==> config.mk <==
export PLATFORM = sky130hd
export DESIGN_NAME = lm_sm_sequencer
export DESIGN_NICKNAME = d
export VERILOG_FILES = /design/src/rtl/lm_sm_sequencer_pkg.sv /design/src/rtl/lm_sm_sequencer_pri_enc8.sv /design/src/rtl/lm_sm_sequencer.sv
export SDC_FILE = /design/constraint.sdc
export NUM_CORES = 1
export LEC_CHECK = 0
export CAP_MARGIN = 20
export CORE_MARGIN = 3
export CORE_UTILIZATION = 25
export DETAILED_ROUTE_END_ITERATION = 12
export PLACE_DENSITY = 0.49
export REMOVE_ABC_BUFFERS = 1
export SETUP_SLACK_MARGIN = 0.15
export SLEW_MARGIN = 20
export SYNTH_ARGS = -nofsm -noshare
export SYNTH_HDL_FRONTEND = slang
export SYNTH_SLANG_ARGS = --single-unit
==> constraint.sdc <==
create_clock -name clk -period 2.17 [get_ports clk]
set_clock_uncertainty 0.1 [all_clocks]
set_input_delay 0.3255 -clock clk [delete_from_list [all_inputs] [get_ports clk]]
set_output_delay 0.3255 -clock clk [all_outputs]
set_load 0.02 [all_outputs]
==> src/rtl/lm_sm_sequencer_pkg.sv <==
// Shared constants and FSM encoding for the LM/SM micro-sequencer.
package lm_sm_sequencer_pkg;
  localparam int DATA_W     = 16;
  localparam int REG_ADDR_W = 3;
  localparam int LIST_W     = 8;

  localparam logic [REG_ADDR_W-1:0] R7    = 3'd7;
  localparam logic [3:0]            OP_LM = 4'b0110;
  localparam logic [3:0]            OP_SM = 4'b0111;

  typedef enum logic {
    S_IDLE = 1'b0,
    S_RUN  = 1'b1
  } seqState_t;
endpackage

==> src/rtl/lm_sm_sequencer_pri_enc8.sv <==
// Lowest-set-bit encoder over an 8-bit register list.
module pri_enc8 (
  input  logic [7:0] in,
  output logic [2:0] idx,
  output logic       any,
  output logic       one_hot_only
);
  always_comb begin
    idx = 3'd0;
    // Scan downward so the lowest set bit is the last one written.
    for (int i = 7; i >= 0; i--)
      if (in[i]) idx = i[2:0];
    any          = |in;
    one_hot_only = any && ((in & (in - 8'd1)) == 8'd0);
  end
endmodule

==> src/rtl/lm_sm_sequencer.sv <==
// Expands one LM/SM into one micro-op per set register-list bit, lowest first.
module lm_sm_sequencer
  import lm_sm_sequencer_pkg::*;
(
  input  logic                  clk,
  input  logic                  reset,
  input  logic                  start,
  input  logic                  is_store,
  input  logic [LIST_W-1:0]     reg_list,
  input  logic [DATA_W-1:0]     base_value,
  input  logic                  stall_in,
  input  logic                  flush,
  output logic                  ready,
  output logic                  stall_fetch,
  output logic                  uop_valid,
  output logic [REG_ADDR_W-1:0] uop_reg,
  output logic [DATA_W-1:0]     uop_addr,
  output logic                  uop_is_store,
  output logic                  uop_last
);
  seqState_t             state, stateNxt;
  logic [LIST_W-1:0]     rem, encIn, lowMask;
  logic [DATA_W-1:0]     offset, baseQ;
  logic                  storeQ;
  logic [REG_ADDR_W-1:0] encIdx;
  logic                  encAny, encOne;
  logic                  slotFree, accept;

  assign slotFree = ~uop_valid | ~stall_in;
  assign encIn    = (state == S_IDLE) ? reg_list : rem;
  assign lowMask  = LIST_W'(1) << encIdx;
  assign accept   = start & ready & encAny;

  pri_enc8 uEnc (
    .in           (encIn),
    .idx          (encIdx),
    .any          (encAny),
    .one_hot_only (encOne)
  );

  always_ff @(posedge clk) begin
    if (!reset) state <= S_IDLE;
    else        state <= stateNxt;
  end

  always_comb begin
    stateNxt = state;
    if (flush) stateNxt = S_IDLE;
    else if (slotFree) begin
      case (state)
        S_IDLE:  if (accept && !encOne) stateNxt = S_RUN;
        S_RUN:   if (encOne) stateNxt = S_IDLE;
        default: stateNxt = S_IDLE;
      endcase
    end
  end

  always_comb begin
    ready       = (state == S_IDLE) & slotFree;
    stall_fetch = (state == S_RUN);
  end

  // Output register only advances when the downstream slot is free; otherwise every bit holds.
  always_ff @(posedge clk) begin
    if (!reset) begin
      rem          <= '0;
      offset       <= '0;
      baseQ        <= '0;
      storeQ       <= 1'b0;
      uop_valid    <= 1'b0;
      uop_reg      <= '0;
      uop_addr     <= '0;
      uop_is_store <= 1'b0;
      uop_last     <= 1'b0;
    end else if (flush) begin
      rem       <= '0;
      uop_valid <= 1'b0;
      uop_last  <= 1'b0;
    end else if (slotFree) begin
      if (state == S_IDLE) begin
        if (accept) begin
          rem          <= reg_list & ~lowMask;
          offset       <= DATA_W'(1);
          baseQ        <= base_value;
          storeQ       <= is_store;
          uop_valid    <= 1'b1;
          uop_reg      <= encIdx;
          uop_addr     <= base_value;
          uop_is_store <= is_store;
          uop_last     <= encOne;
        end else begin
          uop_valid <= 1'b0;
        end
      end else begin
        rem          <= rem & ~lowMask;
        offset       <= offset + DATA_W'(1);
        uop_valid    <= 1'b1;
        uop_reg      <= encIdx;
        uop_addr     <= baseQ + offset;
        uop_is_store <= storeQ;
        uop_last     <= encOne;
      end
    end
  end
endmodule

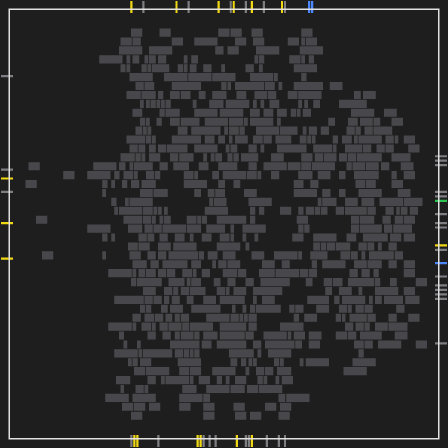
(ports around the boundary)
Pins as bars across the die edge, other pins in grey.
port	colour	pins	direction	edge
base_value	yellow	16	input	6 bottom, 6 top, 3 left, 1 right
start	green	1	input	right
uop_reg	blue	3	output	2 top, 1 right
all pins by edge	18 right, 16 bottom, 14 top, 6 left

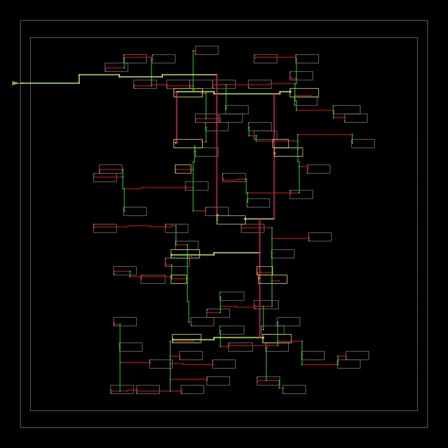
(clock routing)
layout clock buffer count: 13
CTS buffer count: 9

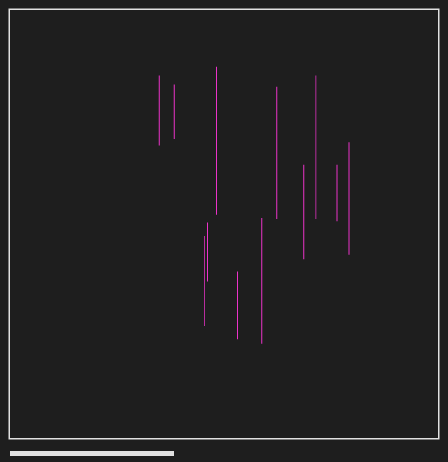
(signal wires on met4)
Bar = 50 um.
wire length on this layer	349 um
main direction	vertical
longest straight run	44.9 um
share of all routed wire	2.5%
nets with wire on the layer	10

==> impl_metrics.json <==
{
  "outcome": "complete, but fails checks",
  "violations": "setup timing",
  "drv_cap": 0,
  "dp_cells": 755,
  "post-synth-top-area-fraction_pct": 33.0,
  "ys_top_logic_family": "AND-OR/OR-AND gates",
  "r2r_start": "baseQ[0]$_SDFFE_PN0P_",
  "path_cells": "ha_4 -> inv_2 -> fa_2 -> nor2b_4 -> o2111a_1 -> o31a_1 -> a41oi_2 -> xor2_1 -> o22ai_1",
  "synthDistinctLibCells": 69,
  "grtUsageTotal_pct": 15.6,
  "ir_worst_vdd_mv": 0.349,
  "synthCells": 466,
  "drive_above_1_share_pct": 34.5,
  "mostFrequentLayoutCells": "buf_4 (70), nand2_1 (57), dfxtp_1 (57)",
  "synth.avg_cell_area_um2": 8.34,
  "via_count": 4032,
  "clk_path_buf_depth": 2,
  "crit_arrival_ps": 2280,
  "grt_overflow": 0,
  "dp_hpwl_mm": 9.76,
  "antenna_cells": 0,
  "finalSetupTns_ps": -19.7,
  "crit_fanout": 4,
  "via_per_inst": 5.05,
  "crit_type": "register to register",
  "synthAdderAreaFrac_pct": 5.67,
  "grt_setup_unrepaired": "yes",
  "synth-edff-count": 0,
  "power_density_nw_per_um2": 549,
  "critical_path_required_ps": 2260,
  "place.gp.congestion": 0.901,
  "ys_warn_count": 0,
  "wire_per_inst_um": 17.2,
  "lay_top_count": "buf_4",
  "endpoint": "uop_addr[12]$_SDFFE_PN0P_",
  "fin_ws_ps": -19.7,
  "cts-root-buf": "clkbuf_16",
  "remaining_drc_errors": 0,
  "top_area_cell": "dfxtp_1",
  "end_kind": "register",
  "slew_headroom_pct": 71.7,
  "synthArstFlopShare_pct": 0,
  "die_area_um2": 17100,
  "cts_tree": "built",
  "simple_gate_share_pct": 23.1,
  "fin_crit_sh_pct": 101,
  "startpoint": "baseQ[0]$_SDFFE_PN0P_",
  "fp-row-count": 44,
  "die_h_um": 131,
  "worstReg2RegEnd": "uop_addr[12]$_SDFFE_PN0P_",
  "topCellsByArea": "dfxtp_1 (33%), nand2_1 (5.5%), a21oi_1 (5.2%), ha_1 (5.2%), nor2_1 (4.6%)",
  "finalHoldViolations": 0,
  "final.min_clock_period_ps": 2190,
  "drt-initial-drc-count": 229,
  "placed_cell_area_um2": 5120,
  "coreArea_um2": 14900,
  "pin_count": 54,
  "power_mw": 3.45,
  "setup_violations": 1,
  "fp_util_pct": 26.1,
  "grt_pass1_wl_mm": 20.7,
  "fmax_mhz": 457,
  "syn_area_um2": 3880,
  "ant_nets": 0,
  "reg2reg_slack_ps": -20,
  "clkTransAtPathRegs_ps": 50,
  "final_cells": 799,
  "reg2reg_depth": 9,
  "aoi_share_pct": 25.5,
  "path_depth": 9,
  "synth_top_flop_cell": "dfxtp_1",
  "h-tree-depth": 3,
  "ys_area_um2": 3880,
  "cp_slowest_cell": "fa_2",
  "critPathLaunchType": "register",
  "leakage_nw": 2.44,
  "ys_cells": 466,
  "fin_nets": 660,
  "grt_pass1_vias": 4018,
  "worst_slew_pin_slew_ps": 424,
  "yosysSeqAreaShare_pct": 33.0,
  "routed_wl_mm": 13.8,
  "drv_slew": 0,
  "mux_share_pct": 2.35,
  "reg.largest.list": "baseQ x16, offset x16, uop_addr x16",
  "dr.pass1.iters": 4,
  "hold_class": "register to register",
  "port_buffers": 53,
  "slowest_delay_ps": 360,
  "antenna_found_initial": 0,
  "grt_max_degree": 35
}
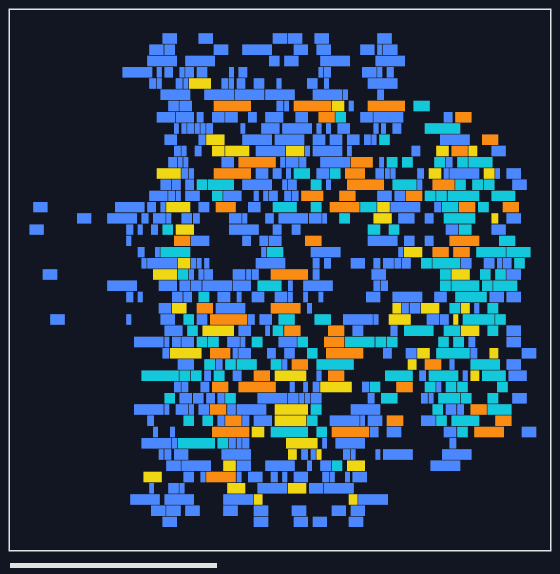
(drive-strength map)
Bar = 50 um.
size	colour	cells	share
x1 and smaller	blue	403	66%
x2	yellow	48	7.8%
x6 and larger	orange	50	8.1%
x3 and x4	cyan	114	19%
Setup WS post-layout: -19.7 ps
bufs w/o clock: 160
Area Overhead vs Synth: 61.5%
Final Cell Area: 6270 um^2

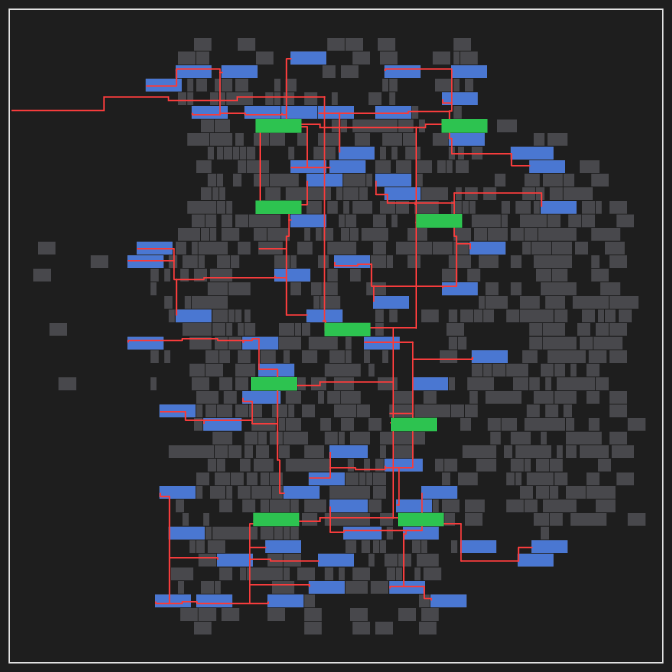
(clock wires, drivers and flops)
[clock-net drivers] green | count: 9
[clock wires] red | length: 1060 um
[flip-flops] blue | count: 64
routed clock nets	10
clock share of power: 40.3%
Clk. pwr: 1.39 mW
later-pin clock latency in the skew report: 330 ps

==> report_power, final <==
part	internal, mW	leakage (nW)	total (mW)	switching [mW]
logic	0.403	1.78	0.795	0.393
clock network	0.879	0.140	1.39	0.509
registers	1.23	0.525	1.26	0.0391
total	2.51	2.44	3.45	0.941
==> worst min-delay path: cells and delay by family, from the launching register on <==
kind            cells  cell delay (ps)
simple gates        1               50
flops               1              310
compound gates      1               50
==> layer usage <==
| metal | track usage (%) | vias to the layer above | part of all wire (%) | routed length (um) |
|---|---|---|---|---|
| met5 | 0 | - | 0 | 0 |
| met4 | 5.32 | 0 | 2.5 | 348 |
| met3 | 3.37 | 27 | 3.9 | 536 |
| met2 | 26.9 | 86 | 50 | 6810 |
| met1 | 19.1 | 1928 | 44 | 6050 |
| li1 | - | 1991 | - | - |
==> synth_stat cells (all sizes together), types with 7 or more instances <==
| cell | n |
|---|---|
| nand2 | 58 |
| a21o | 7 |
| nand4 | 11 |
| buf | 14 |
| xnor2 | 11 |
| inv | 11 |
| nand3 | 8 |
| a211oi | 10 |
| nor3 | 15 |
| a21oi | 42 |
| o22ai | 8 |
| mux2i | 8 |
| o21ai | 19 |
| xor2 | 13 |
| dfxtp | 64 |
| ha | 16 |
| a22oi | 8 |
| clkbuf | 10 |
| nor2 | 48 |
==> metrics by stage <==
stage / utilization (%) / worst slack (ps) / hold WS (ps)
final: 42.2 / -19.7 / 356
after CTS: 38.8 / -27.8 / 358
after floorplan: - / -1090 / 335
after global routing: 42.2 / -141 / 371
after global placement: 34.4 / -249 / 346
after detailed placement: 34.4 / -286 / 350
==> repair_timing <==
item,4_1_cts,5_1_grt
hold buffers,0,0
endpoints found under the hold margin,0,0
endpoints found under the setup margin,59,49
pin swaps,45,59
cloned,0,4
buffers inserted,15,12
gates resized,61,73
==> worst min-delay path by stage <==
stage / start / depth (start not counted) / to
after floorplan: reset / 2 / uop_addr[15]$_SDFFE_PN0P_
after global placement: uop_addr[1]$_SDFFE_PN0P_ / 2 / uop_addr[1]$_SDFFE_PN0P_
after detailed placement: uop_reg[1]$_SDFFE_PN0P_ / 2 / uop_reg[1]$_SDFFE_PN0P_
after CTS: uop_addr[1]$_SDFFE_PN0P_ / 2 / uop_addr[1]$_SDFFE_PN0P_
after global routing: uop_addr[7]$_SDFFE_PN0P_ / 2 / uop_addr[7]$_SDFFE_PN0P_
final: uop_addr[7]$_SDFFE_PN0P_ / 2 / uop_addr[7]$_SDFFE_PN0P_
==> kinds of logic after synthesis <==
family,count (synthesis)
AND/OR/NAND/NOR,178
AND-OR/OR-AND,138
flip-flops,64
buffers and inverters,36
XOR/XNOR,24
adder cells (fa/ha/maj),17
multiplexers,9
==> final cells by class <==
cell class | count | area [um^2]
fillers | 1474 | 8590
multi-input cells | 366 | 2860
repair buffers | 160 | 1570
flip-flops and latches | 64 | 1290
clock buffers | 13 | 280
well taps | 184 | 230
inverters | 12 | 45.0
Power and IR drop assume default switching activity.
